===== config.mk =====
export PLATFORM = sky130hd
export DESIGN_NAME = mem_a_loader_flat
export DESIGN_NICKNAME = d
export VERILOG_FILES = /design/src/rtl/mem_a_loader_if.sv /design/src/rtl/mem_a_loader.sv /design/src/flat_wrapper.sv
export SDC_FILE = /design/constraint.sdc
export NUM_CORES = 1
export LEC_CHECK = 0
export CORE_UTILIZATION = 45
export CTS_CLUSTER_DIAMETER = 200
export DETAILED_ROUTE_END_ITERATION = 10
export HOLD_SLACK_MARGIN = 0.02
export PLACE_DENSITY = 0.73
export SETUP_SLACK_MARGIN = 0.15
export SLEW_MARGIN = 20
export SYNTH_ARGS = -nofsm -noshare
export SYNTH_HDL_FRONTEND = slang
export SYNTH_SLANG_ARGS = --single-unit

===== constraint.sdc =====
create_clock -name clk -period 2.6 [get_ports clk]
set_input_delay 0.78 -clock clk [delete_from_list [all_inputs] [get_ports clk]]
set_output_delay 0.78 -clock clk [all_outputs]
set_load 0.02 [all_outputs]

===== src/rtl/mem_a_loader_if.sv =====
// Host byte stream and memory-A write port of the memory-A loader.
// master: host/memory side, slave: the loader itself.
interface mem_a_loader_if #(
  parameter int BYTE_W = 8,
  parameter int WORD_W = 16,
  parameter int ADDR_W = 6
);
  logic [BYTE_W-1:0] in_data;
  logic              in_valid;
  logic              in_ready;
  logic              we_a;
  logic [ADDR_W-1:0] addr_a;
  logic [WORD_W-1:0] wdata_a;

  modport master (output in_data, in_valid, input in_ready, we_a, addr_a, wdata_a);
  modport slave  (input in_data, in_valid, output in_ready, we_a, addr_a, wdata_a);
endinterface


===== src/rtl/mem_a_loader.sv =====
// Packs a big-endian byte stream into words and writes one DEPTH-word frame into memory A.
// Optional inter-byte gap timeout: define LOADER_TIMEOUT_EN.
module mem_a_loader #(
  parameter int BYTE_W         = 8,
  parameter int BYTES_PER_WORD = 2,
  parameter int DEPTH          = 64,
  parameter int TIMEOUT_CYC    = 1000,
  localparam int WORD_W        = BYTE_W * BYTES_PER_WORD,
  localparam int ADDR_W        = $clog2(DEPTH)
) (
  input  logic            clk,
  input  logic            reset,
  mem_a_loader_if.slave   bus,
  input  logic            rearm,
  output logic            busy,
  output logic            frame_done,
  output logic [ADDR_W:0] word_count,
  output logic            err_timeout
);
  localparam int BIDX_W = (BYTES_PER_WORD > 1) ? $clog2(BYTES_PER_WORD) : 1;
  localparam logic [BIDX_W-1:0] LAST_BYTE = BIDX_W'(BYTES_PER_WORD - 1);
  localparam logic [ADDR_W-1:0] LAST_WORD = ADDR_W'(DEPTH - 1);

  typedef enum logic [1:0] {COLLECT = 2'd0, WRITE = 2'd1, DONE = 2'd2} state_t;

  state_t                   state_r, state_nxt_s;
  logic [BIDX_W-1:0]        byte_idx_r, byte_idx_nxt_s;
  logic [ADDR_W-1:0]        word_idx_r, word_idx_nxt_s;
  logic [ADDR_W:0]          word_count_r, word_count_nxt_s;
  logic [WORD_W-BYTE_W-1:0] pack_r, pack_nxt_s;
  logic [WORD_W-1:0]        packed_s;
  logic                     we_a_r, we_a_nxt_s;
  logic [ADDR_W-1:0]        addr_a_r, addr_a_nxt_s;
  logic [WORD_W-1:0]        wdata_a_r, wdata_a_nxt_s;
  logic                     frame_done_r, frame_done_nxt_s;
  logic                     err_timeout_r, err_timeout_nxt_s;
  logic                     busy_r, in_ready_r;
  logic                     accept_s, timeout_s;

  assign accept_s = bus.in_valid & in_ready_r;
  // Earlier bytes sit in the upper part so the first byte ends up in the MSBs.
  assign packed_s = {pack_r, bus.in_data};

`ifdef LOADER_TIMEOUT_EN
  localparam int GAP_W = (TIMEOUT_CYC > 1) ? $clog2(TIMEOUT_CYC) : 1;
  logic [GAP_W-1:0] gap_cnt_r;
  logic             gap_tick_s;

  assign gap_tick_s = (state_r == COLLECT) && !accept_s &&
                      ((byte_idx_r != BIDX_W'(0)) || (word_idx_r != ADDR_W'(0)));
  assign timeout_s  = gap_tick_s && (gap_cnt_r == GAP_W'(TIMEOUT_CYC - 1));

  // Idle-gap counter; cleared by any accepted byte or an empty frame.
  always_ff @(posedge clk) begin
    if (reset || timeout_s || !gap_tick_s) begin
      gap_cnt_r <= GAP_W'(0);
    end else begin
      gap_cnt_r <= gap_cnt_r + GAP_W'(1);
    end
  end
`else
  assign timeout_s = 1'b0;
`endif

  // State register.
  always_ff @(posedge clk) begin
    if (reset) begin
      state_r <= COLLECT;
    end else begin
      state_r <= state_nxt_s;
    end
  end

  // Next-state logic.
  always_comb begin
    state_nxt_s = state_r;
    case (state_r)
      COLLECT: if (accept_s && (byte_idx_r == LAST_BYTE)) state_nxt_s = WRITE;
               else                                        state_nxt_s = COLLECT;
      WRITE:   if (word_idx_r == LAST_WORD)                state_nxt_s = DONE;
               else                                        state_nxt_s = COLLECT;
      DONE:    if (rearm)                                  state_nxt_s = COLLECT;
               else                                        state_nxt_s = DONE;
      default:                                             state_nxt_s = COLLECT;
    endcase
  end

  // Datapath and output next values.
  always_comb begin
    byte_idx_nxt_s    = byte_idx_r;
    word_idx_nxt_s    = word_idx_r;
    word_count_nxt_s  = word_count_r;
    pack_nxt_s        = pack_r;
    we_a_nxt_s        = 1'b0;
    addr_a_nxt_s      = addr_a_r;
    wdata_a_nxt_s     = wdata_a_r;
    frame_done_nxt_s  = 1'b0;
    err_timeout_nxt_s = 1'b0;
    case (state_r)
      COLLECT: begin
        if (timeout_s) begin
          byte_idx_nxt_s    = BIDX_W'(0);
          word_idx_nxt_s    = ADDR_W'(0);
          word_count_nxt_s  = (ADDR_W + 1)'(0);
          err_timeout_nxt_s = 1'b1;
        end else if (accept_s) begin
          pack_nxt_s = packed_s[WORD_W-BYTE_W-1:0];
          if (byte_idx_r == LAST_BYTE) begin
            byte_idx_nxt_s = BIDX_W'(0);
            we_a_nxt_s     = 1'b1;
            addr_a_nxt_s   = word_idx_r;
            wdata_a_nxt_s  = packed_s;
          end else begin
            byte_idx_nxt_s = byte_idx_r + BIDX_W'(1);
          end
        end else begin
          byte_idx_nxt_s = byte_idx_r;
        end
      end
      WRITE: begin
        // Word index wraps to 0 naturally after the last word.
        word_idx_nxt_s   = word_idx_r + ADDR_W'(1);
        word_count_nxt_s = word_count_r + (ADDR_W + 1)'(1);
        frame_done_nxt_s = (word_idx_r == LAST_WORD);
      end
      DONE: begin
        if (rearm) begin
          word_count_nxt_s = (ADDR_W + 1)'(0);
          byte_idx_nxt_s   = BIDX_W'(0);
        end else begin
          word_count_nxt_s = word_count_r;
        end
      end
      default: begin
        byte_idx_nxt_s = BIDX_W'(0);
      end
    endcase
  end

  // Output and datapath registers.
  always_ff @(posedge clk) begin
    if (reset) begin
      byte_idx_r    <= BIDX_W'(0);
      word_idx_r    <= ADDR_W'(0);
      word_count_r  <= (ADDR_W + 1)'(0);
      pack_r        <= (WORD_W - BYTE_W)'(0);
      we_a_r        <= 1'b0;
      addr_a_r      <= ADDR_W'(0);
      wdata_a_r     <= WORD_W'(0);
      frame_done_r  <= 1'b0;
      err_timeout_r <= 1'b0;
      busy_r        <= 1'b1;
      in_ready_r    <= 1'b1;
    end else begin
      byte_idx_r    <= byte_idx_nxt_s;
      word_idx_r    <= word_idx_nxt_s;
      word_count_r  <= word_count_nxt_s;
      pack_r        <= pack_nxt_s;
      we_a_r        <= we_a_nxt_s;
      addr_a_r      <= addr_a_nxt_s;
      wdata_a_r     <= wdata_a_nxt_s;
      frame_done_r  <= frame_done_nxt_s;
      err_timeout_r <= err_timeout_nxt_s;
      busy_r        <= (state_nxt_s != DONE);
      in_ready_r    <= (state_nxt_s == COLLECT);
    end
  end

  assign bus.in_ready = in_ready_r;
  assign bus.we_a     = we_a_r;
  assign bus.addr_a   = addr_a_r;
  assign bus.wdata_a  = wdata_a_r;
  assign busy         = busy_r;
  assign frame_done   = frame_done_r;
  assign word_count   = word_count_r;
  assign err_timeout  = err_timeout_r;
endmodule


===== src/flat_wrapper.sv =====
// flat-port wrapper written by rule: the top's interface ports become plain ports
module mem_a_loader_flat 
#(
  parameter int BYTE_W         = 8,
  parameter int BYTES_PER_WORD = 2,
  parameter int DEPTH          = 64,
  parameter int TIMEOUT_CYC    = 1000,
  localparam int WORD_W        = BYTE_W * BYTES_PER_WORD,
  localparam int ADDR_W        = $clog2(DEPTH)
)
  (clk, reset, rearm, busy, frame_done, word_count, err_timeout, bus_in_data, bus_in_valid, bus_in_ready, bus_we_a, bus_addr_a, bus_wdata_a);
  mem_a_loader_if #(.BYTE_W(BYTE_W), .WORD_W(16), .ADDR_W(6)) bus_i ();
  input  logic clk;
  input  logic reset;
  input  logic rearm;
  output logic busy;
  output logic frame_done;
  output logic [ADDR_W:0] word_count;
  output logic err_timeout;
  input wire logic [$bits(bus_i.in_data)-1:0] bus_in_data;
  input wire logic [$bits(bus_i.in_valid)-1:0] bus_in_valid;
  output wire logic [$bits(bus_i.in_ready)-1:0] bus_in_ready;
  output wire logic [$bits(bus_i.we_a)-1:0] bus_we_a;
  output wire logic [$bits(bus_i.addr_a)-1:0] bus_addr_a;
  output wire logic [$bits(bus_i.wdata_a)-1:0] bus_wdata_a;
  assign bus_i.in_data = bus_in_data;
  assign bus_i.in_valid = bus_in_valid;
  assign bus_in_ready = bus_i.in_ready;
  assign bus_we_a = bus_i.we_a;
  assign bus_addr_a = bus_i.addr_a;
  assign bus_wdata_a = bus_i.wdata_a;
  mem_a_loader #(.BYTE_W(BYTE_W), .BYTES_PER_WORD(BYTES_PER_WORD), .DEPTH(DEPTH), .TIMEOUT_CYC(TIMEOUT_CYC)) u_core (.clk(clk), .reset(reset), .bus(bus_i), .rearm(rearm), .busy(busy), .frame_done(frame_done), .word_count(word_count), .err_timeout(err_timeout));
endmodule

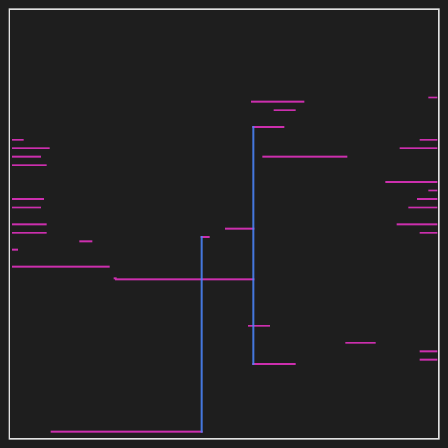
(run_1/metal_stack.png)
Only two layers are drawn.
legend:
  blue:
    layer: met4
    wire_length: 69.4 um
  magenta:
    layer: met3
    wire_length: 191 um
All-Layer GR Usage: 20.4%
wire length per cell: 13.6 um
vias: 1,746
drt total wl: 4.38 mm

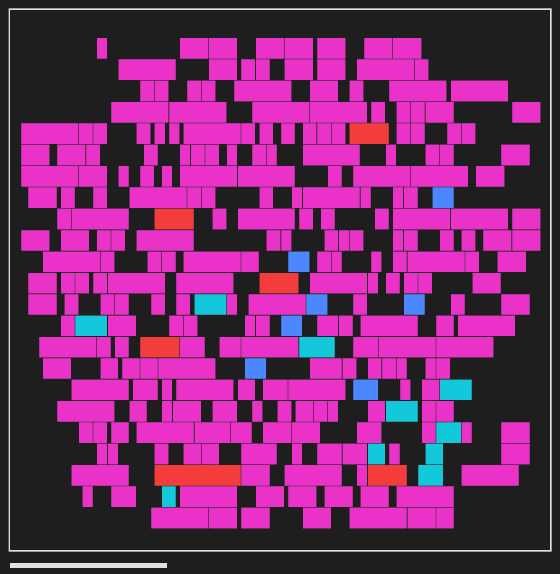
(run_1/drive_strength.png)
Bar = 20 um.
legend:
  blue:
    size: drive 3 to 4
    cells: 7
  red:
    size: drive 6 and up
    cells: 6
  cyan:
    size: drive 2
    cells: 10
  magenta:
    size: drive 1 or less
    cells: 248
Design Area, Final: 0.00256 sq mm
Area Overhead vs Synth: 27.7%
number of signal-net buffers in the layout: 50
final worst setup slack: 450 ps

==> impl_metrics.csv, run 1 <==
group,metric,value,unit
run_status,outcome,"finished clean",
pwr,clock_power_share,36.5,%
global_route,antenna_found_initial,0,
pwr,swShare,24.0,%
flow_run,warning_count,26,
global_route,grt_pass1_wl,7.09,mm
pwr,seq_power_share,53.9,%
finish,comb_share,35.3,%
logic_synthesis,adder_share,1.25,%
clock_tree,clockBufferDepth,2,
pwr,clock_net_power,0.539,mW
finish,layout_top_cells,"dfxtp_1 (50), clkdlybuf4s50_1 (43), a21oi_1 (37)",
floorplan,die-area,0.00473,sq mm
logic_synthesis,yosys-top-cells-count,"dfxtp_1 (50), a21oi_1 (37), nand3_1 (25)",
logic_synthesis,edf_count,0,
critical_path,end_kind,"output pin",
critical_path,path_cells,"clkdlybuf4s50_1",
global_route,gr-total-overflow,0,
finish,nClkBuffers,5,
clock_tree,clk_latency,310,ps
clock_tree,cts-root-buf,"clkbuf_8",
hold_path,hold_path_class,"reg2reg",
logic_synthesis,synthTopLogicFamily,"simple AND/OR/NAND/NOR gates",
timing,finalSetupViolCount,0,
logic_synthesis,synthMuxAreaShare,3.24,%
floorplan,chipWidth,68.8,um
logic_synthesis,synth_chip_area,0.00201,sq mm
critical_path,slowest_stage,"clkdlybuf4s50_1",
clock_tree,path_clk_slew,90,ps
global_route,grtUsageMet1,26.8,%
finish,lay_top_count,"dfxtp_1",
logic_synthesis,synth_top_area_share,49.8,%
floorplan,fp_util,48.5,%
routing,via_per_inst,5.44,
finish,drive_gt1_share,8.49,%
logic_synthesis,syn_area_per_cell,8.55,sq um
routing,wl_met1,2.11,mm
critical_path,crit_family,"buffers and inverters",
clock_tree,htreeDepth,2,
pwr,power.internal,1.12,mW
pwr,p_per_area,576,mW/mm^2
timing,slew_headroom,55.0,%
finish,register_area,0.00100,sq mm
routing,drtPass1Iterations,4,
finish,logic_area,905,sq um
timing,rsz0062_at_grt,"no",
critical_path,critPathLaunchType,"register",
logic_synthesis,yosys_cells,235,
finish,seqAreaFraction,39.0,%
logic_synthesis,synthesis.area,0.00201,sq mm
logic_synthesis,async_reset_ff_share,0,%
critical_path,path_max_fanout,6,
logic_synthesis,top_area_cell,"dfxtp_1",
clock_tree,clkSinkCount,50,
routing,dr_wl_met2,2.01,mm
place,placement.cell_area,0.00246,sq mm
timing,max_freq,0.465,GHz
flow_run,drv_cap,0,
clock_tree,cts_tree,"done",
place,dp_slack,481,ps
floorplan,taps,50,
finish,fin_util,61.9,%
pwr,p_leak,0.872,nW
critical_path,cp_data_arrival_time,1370,ps
pwr,total_power,1.48,mW
routing,maxUsedRoutingLayer,"met4",
clock_tree,ctsHoldBuffers,0,
global_route,grt-busiest-layer,"met2",
place,portBuffers,44,
finish,flops,50,
finish,buffer_area_share,18.7,%
floorplan,die_h,68.8,um
routing,antenna_left,0,
logic_synthesis,flop_cell,"dfxtp_1",
logic_synthesis,synth-xor-area-share,1.31,%
global_route,grt_pass1_vias,1534,
timing,fin_crit,2150,ps
floorplan,fp-row-count,23,
logic_synthesis,yosysWarningCount,0,
pwr,seq_power,0.796,mW
finish,dominant_cells,"registers",
logic_synthesis,top_cells_by_area,"dfxtp_1 (50%), a21oi_1 (9.2%), nand3_1 (6.2%)",
finish,finalNetCount,285,
critical_path,worstSetupPathType,"reg2out",
routing,drc_errors,0,
place,dp.final_hpwl,2.83,mm
place,dp_cells,314,
pwr,max-vdd-ir-drop,307,uV
pwr,pg_comb,0.142,mW
logic_synthesis,top_cell,"dfxtp_1",
routing,first_iter_violations,117,
logic_synthesis,yosys.area_share.simple,22.2,%
logic_synthesis,yosysSeqAreaShare,49.8,%
logic_synthesis,ys_ff,50,
finish,nFillCells,394,
finish,diodes,0,
timing,finalClockPeriodUsage,82.7,%
floorplan,ios,46,
logic_synthesis,synthCells,235,
timing,skew,11.2,ps
timing,worst_hold_slack,466,ps
pwr,maxPowerGroup,"sequential cells",
critical_path,max_stage_delay,640,ps
global_route,grtUsageMet2,31.1,%
place,place_congestion,0.758,
timing,slew_viol_final,0,
clock_tree,ctsResizeCount,0,
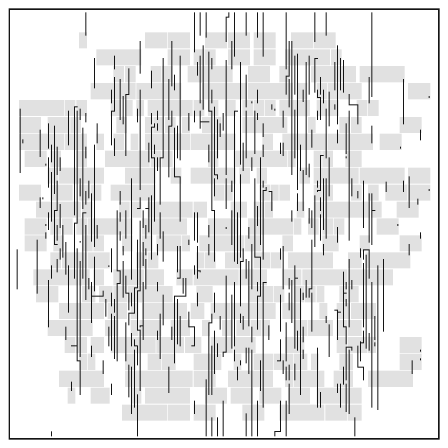
(run_1/met2.png)
wire length on this layer: 2,010 um
main direction: vertical
longest straight run: 24.1 um
nets with wire on the layer: 227

run 1: state kept, by name (all words and copies together) (netlist names):
register and count:
u_core.bus.wdata_a 16, u_core.pack_r 8, u_core.word_count 7, u_core.bus.addr_a 6
u_core.word_idx_r 6, u_core.state_r 2, u_core.bus.in_ready 1, u_core.bus.we_a 1
u_core.busy 1, u_core.byte_idx_r 1, u_core.frame_done 1
run 1: path summary, 6_finish.rpt:
check	from	to	slack, ps	depth (start not counted)
hold / removal	u_core.pack_r[7]	u_core.pack_r[7]	470	2
setup / recovery	u_core.word_count[3]	word_count[3]	450	1
hold reg to reg	u_core.pack_r[7]	u_core.pack_r[7]	470	2
setup reg to reg	u_core.state_r[0]	u_core.word_idx_r[3]	1070	4
==> run 2, diff against run 1 <==
clock period = 2 ns   (was 2.6 ns; I/O delays follow)
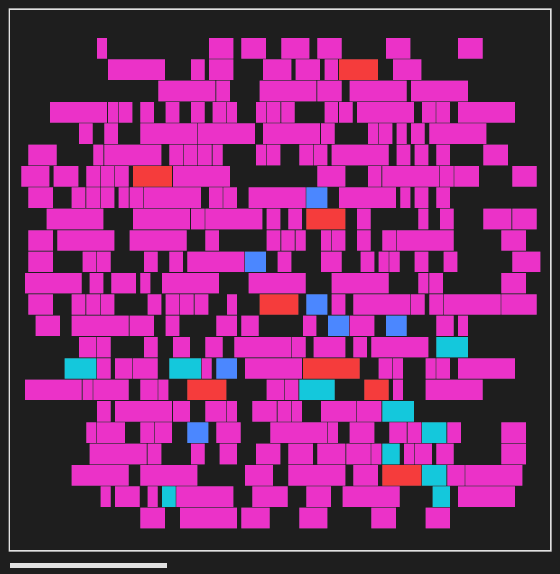
(run_2/drive_strength.png)
Bar = 20 um.
legend:
  blue:
    size: drive 3 to 4
    cells: 7
  red:
    size: drive 6 and up
    cells: 8
  magenta:
    size: drive 1 or less
    cells: 248
  cyan:
    size: drive 2
    cells: 10

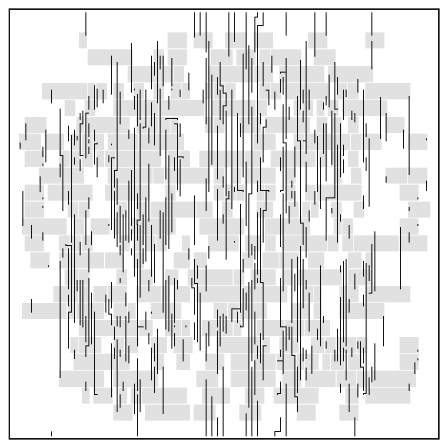
(run_2/met2.png)
main direction: vertical
nets with wire on the layer: 240
share of all routed wire: 47%

==> impl_metrics.csv, run 2 <==
group,metric,value,unit
logic_synthesis,flop_cell,"dfxtp_1",
global_route,antenna_found_initial,0,
routing,antenna_left,0,
timing,setup_slack,196,ps
flow_run,warning_count,26,
hold_path,hold_path_end,"u_core.pack_r[7]",
place,placement.cell_area,0.00248,sq mm
hold_path,min_from,"u_core.pack_r[7]",
routing,first_iter_violations,100,
routing,routed_wl,4.35,mm
floorplan,ios,46,
floorplan,die_h,68.8,um
routing,drtPass1Iterations,4,
timing,slew_viol_final,0,
logic_synthesis,syn_area_per_cell,8.55,sq um
clock_tree,htreeDepth,2,
global_route,grtUsageMet2,34.7,%
critical_path,path_max_fanout,1,
logic_synthesis,yosys_cells,235,
timing,max_freq,0.554,GHz
run_status,outcome,"finished clean",
finish,finalNetCount,286,
place,dp_cells,315,
routing,maxUsedRoutingLayer,"met4",
clock_tree,ctsResizeCount,30,
place,dp.final_hpwl,2.91,mm
finish,register_area,0.00100,sq mm
pwr,maxPowerGroup,"sequential cells",
finish,layout_top_cells,"dfxtp_1 (50), a21oi_1 (37), dlygate4sd2_1 (30)",
logic_synthesis,synthesis.area,0.00201,sq mm
logic_synthesis,top_cell,"dfxtp_1",
global_route,grt_pass1_wl,7.37,mm
finish,logic_area,905,sq um
finish,stdcell_area,0.00254,sq mm
floorplan,die-area,0.00473,sq mm
floorplan,chipWidth,68.8,um
critical_path,slowest_stage,"clkdlybuf4s50_1",
global_route,grt-busiest-layer,"met2",
clock_tree,clkSinkCount,50,
critical_path,worstSetupPathType,"reg2out",
logic_synthesis,synthMuxAreaShare,3.24,%
clock_tree,ctsHoldBuffers,0,
routing,drc_errors,0,
pwr,seq_power,1.04,mW
place,portBuffers,44,
flow_run,drv_cap,0,
logic_synthesis,yosys.area_share.simple,22.2,%
finish,nFillCells,384,
timing,rsz0062_at_grt,"no",
clock_tree,path_clk_slew,90,ps
critical_path,critPathLaunchType,"register",
timing,slew_headroom,58.5,%
critical_path,max_stage_delay,590,ps
finish,lay_top_count,"dfxtp_1",
timing,fin_crit,1800,ps
routing,wl_met1,2.02,mm
critical_path,r2r-start,"u_core.state_r[0]",
routing,vias,1760,
hold_path,hold_path_depth,2,
routing,via_per_inst,5.45,
finish,largest_reg_flops,16,
pwr,power.internal,1.37,mW
logic_synthesis,top_cells_by_area,"dfxtp_1 (50%), a21oi_1 (9.2%), nand3_1 (6.2%)",
logic_synthesis,async_reset_ff_share,0,%
logic_synthesis,synth-xor-area-share,1.31,%
global_route,grt_pass1_vias,1670,
clock_tree,clk_latency,310,ps
critical_path,cp_data_arrival_time,1200,ps
logic_synthesis,edf_count,0,
pwr,seq_power_share,56.3,%
clock_tree,cts_tree,"done",
routing,dr_wl_met2,2.03,mm
pwr,p_leak,1.05,nW
critical_path,end_kind,"output pin",
finish,fin_util,61.4,%
global_route,grtUsageMet1,25.9,%
pwr,clock_net_power,0.629,mW
logic_synthesis,synthTopLogicFamily,"simple AND/OR/NAND/NOR gates",
floorplan,fp_util,48.5,%
pwr,swShare,25.6,%
critical_path,r2r_end,"u_core.word_idx_r[3]",
==> run 2: cell type report <==
cell class | instances | share of cell area (%)
Multi-Input combinational cell | 162 | 35.6
Inverter | 2 | 0.295
Timing Repair Buffer | 51 | 18.4
Clock buffer | 6 | 3.25
Sequential cell | 50 | 39.4
Tap cell | 50 | 2.46
Clock inverter | 2 | 0.640
==> run 2: worst max path at each step <==
| stage | startpoint | to |
|---|---|---|
| finish | u_core.busy | busy |
| global route | u_core.busy | busy |
| CTS | u_core.frame_done | frame_done |
| detailed placement | bus_in_valid | u_core.bus.addr_a[3] |
| global placement | bus_in_valid | u_core.bus.addr_a[0] |
| floorplan | u_core.word_count[0] | u_core.word_count[6] |
==> run 3, diff against run 2 <==
ABC_AREA = 1   (was unset)
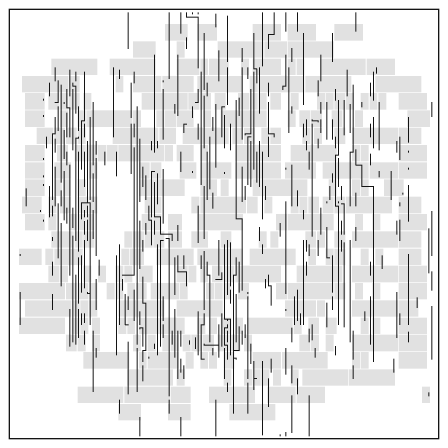
(run_3/met2.png)
drt total wl: 3.85 mm
met2 global-route usage: 32.1%
vias: 1,706

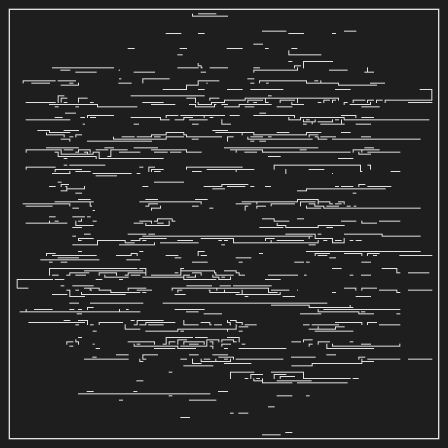
(run_3/met1.png)
share of all routed wire: 45%
main direction: horizontal
longest straight run: 26.7 um

==> impl_metrics.csv, run 3 <==
group,metric,value,unit
run_status,outcome,"finished clean",
logic_synthesis,yosysSeqAreaShare,51.9,%
place,place_congestion,0.807,
logic_synthesis,flop_cell,"dfxtp_1",
flow_run,drv_cap,0,
pwr,seq_power_share,57.4,%
routing,maxUsedRoutingLayer,"met4",
logic_synthesis,edf_count,0,
timing,fin_crit,1800,ps
floorplan,die_h,67.4,um
place,dp_cells,345,
hold_path,min_from,"u_core.bus.wdata_a[1]",
critical_path,end_kind,"output pin",
logic_synthesis,adder_share,1.30,%
critical_path,cp-startpoint,"u_core.frame_done",
pwr,total_power,1.86,mW
floorplan,taps,50,
clock_tree,path_clk_slew,80,ps
critical_path,slowest_stage,"clkdlybuf4s50_1",
finish,buffer_area_share,21.3,%
logic_synthesis,top_area_cell,"dfxtp_1",
finish,largest_reg_flops,16,
finish,layout_top_cells,"nor2_1 (66), dfxtp_1 (50), nand2_1 (37)",
place,placement.cell_area,0.00244,sq mm
finish,diodes,0,
floorplan,ios,46,
routing,wl_met1,1.74,mm
finish,seqAreaFraction,39.3,%
finish,logic_area,787,sq um
logic_synthesis,synthesis.area,0.00193,sq mm
logic_synthesis,synth_chip_area,0.00193,sq mm
logic_synthesis,async_reset_ff_share,0,%
global_route,grt_pass1_vias,1484,
timing,skew,3.25,ps
finish,buffers,50,
finish,comb_share,30.9,%
global_route,gr-total-overflow,0,
global_route,grtUsageMet1,21.9,%
critical_path,max_stage_delay,590,ps
routing,via_per_inst,4.85,
critical_path,r2r_end,"u_core.bus.in_ready",
clock_tree,ctsHoldBuffers,0,
critical_path,cp.depth,1,
logic_synthesis,top_cells_by_area,"dfxtp_1 (52%), nor2_1 (13%), o21ai_0 (8.1%)",
finish,lay_top_count,"nor2_1",
logic_synthesis,synthMuxAreaShare,0,%
timing,finalSetupViolCount,0,
hold_path,hold_path_end,"u_core.bus.wdata_a[1]",
critical_path,worstSetupPathType,"reg2out",
timing,setup_slack,205,ps
pwr,power.internal,1.40,mW
routing,drtPass1Iterations,4,
finish,dominant_cells,"registers",
finish,flops,50,
critical_path,critPathLaunchType,"register",
finish,register_area,0.00100,sq mm
clock_tree,clkSinkCount,50,
finish,finalNetCount,316,
clock_tree,clockBufferDepth,2,
pwr,clock_power_share,29.2,%
timing,max_freq,0.557,GHz
finish,inv_count,20,
critical_path,path_max_fanout,1,
logic_synthesis,yosysWarningCount,0,
floorplan,fp_util,47.5,%
clock_tree,clk_latency,300,ps
logic_synthesis,synth-xor-area-share,0,%
pwr,p_per_area,730,mW/mm^2
pwr,p_leak,1.40,nW
pwr,max-vdd-ir-drop,346,uV
place,portBuffers,44,
logic_synthesis,top_cell,"nor2_1",
clock_tree,htreeDepth,2,
timing,worst_hold_slack,468,ps
global_route,globalRouteTotalUtil,18.9,%
logic_synthesis,synthCells,256,
place,dp_slack,64.5,ps
hold_path,hold_path_class,"reg2reg",
critical_path,r2r-start,"u_core.word_idx_r[1]",
critical_path,r2r_cells,6,
finish,nFillCells,384,
routing,first_iter_violations,117,
logic_synthesis,yosys.area_share.simple,26.1,%
## run 3: worst reg2reg max path: cells and delay by family, from the launching register on
family        cells  cell delay [ps]
simple gates      4              580
fa+ha+maj         1              170
flops             1              410
buf+inv           1               60
## run 3: logic make-up after synthesis
logic type	count (synthesis)
adder cells (fa/ha/maj)	2
AND-OR/OR-AND	49
flip-flops	50
buffers and inverters	31
other	1
AND/OR/NAND/NOR	123
## run 3: power groups by stage
stage	combinational (mW)	sequential [mW]	clock, mW
final	0.249	1.07	0.543
after global placement	0.257	1.09	0
after global routing	0.280	1.07	0.599
after CTS	0.257	1.07	0.559
after floorplan	0.113	1.12	0
after detailed placement	0.260	1.09	0
## run 3: timing repair
action / in CTS / in global routing
setup endpoints to repair: 12 / 19
gates resized: 12 / 19
gates cloned: 0 / 0

==> screenshots <==
Clock wiring as the flow saved it.
panel A
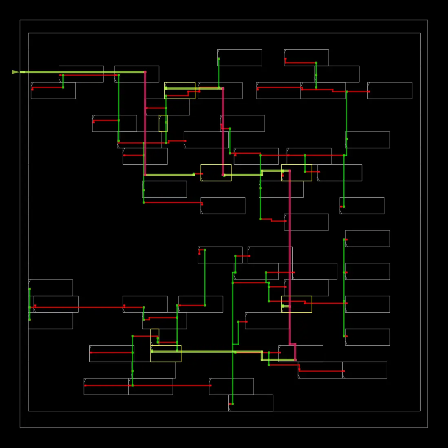
panel B
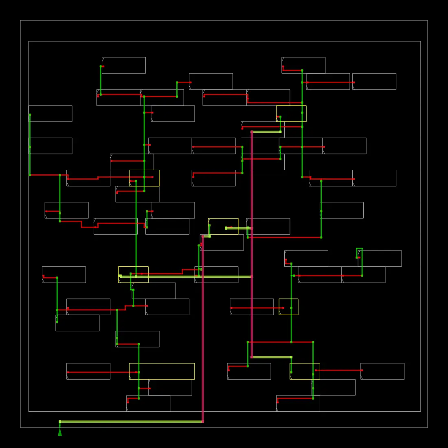
panel C
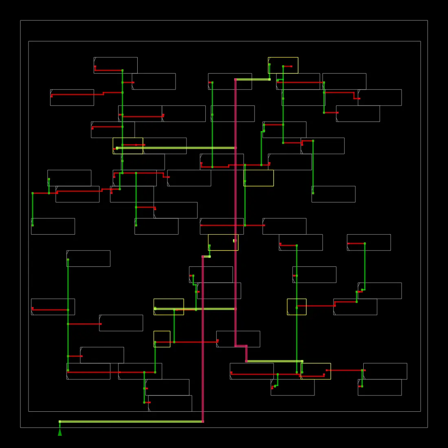
- run 3 = panel A
- run 1 = panel B
- run 2 = panel C

Power figures rest on the tool's default switching activity, not on a simulated workload.
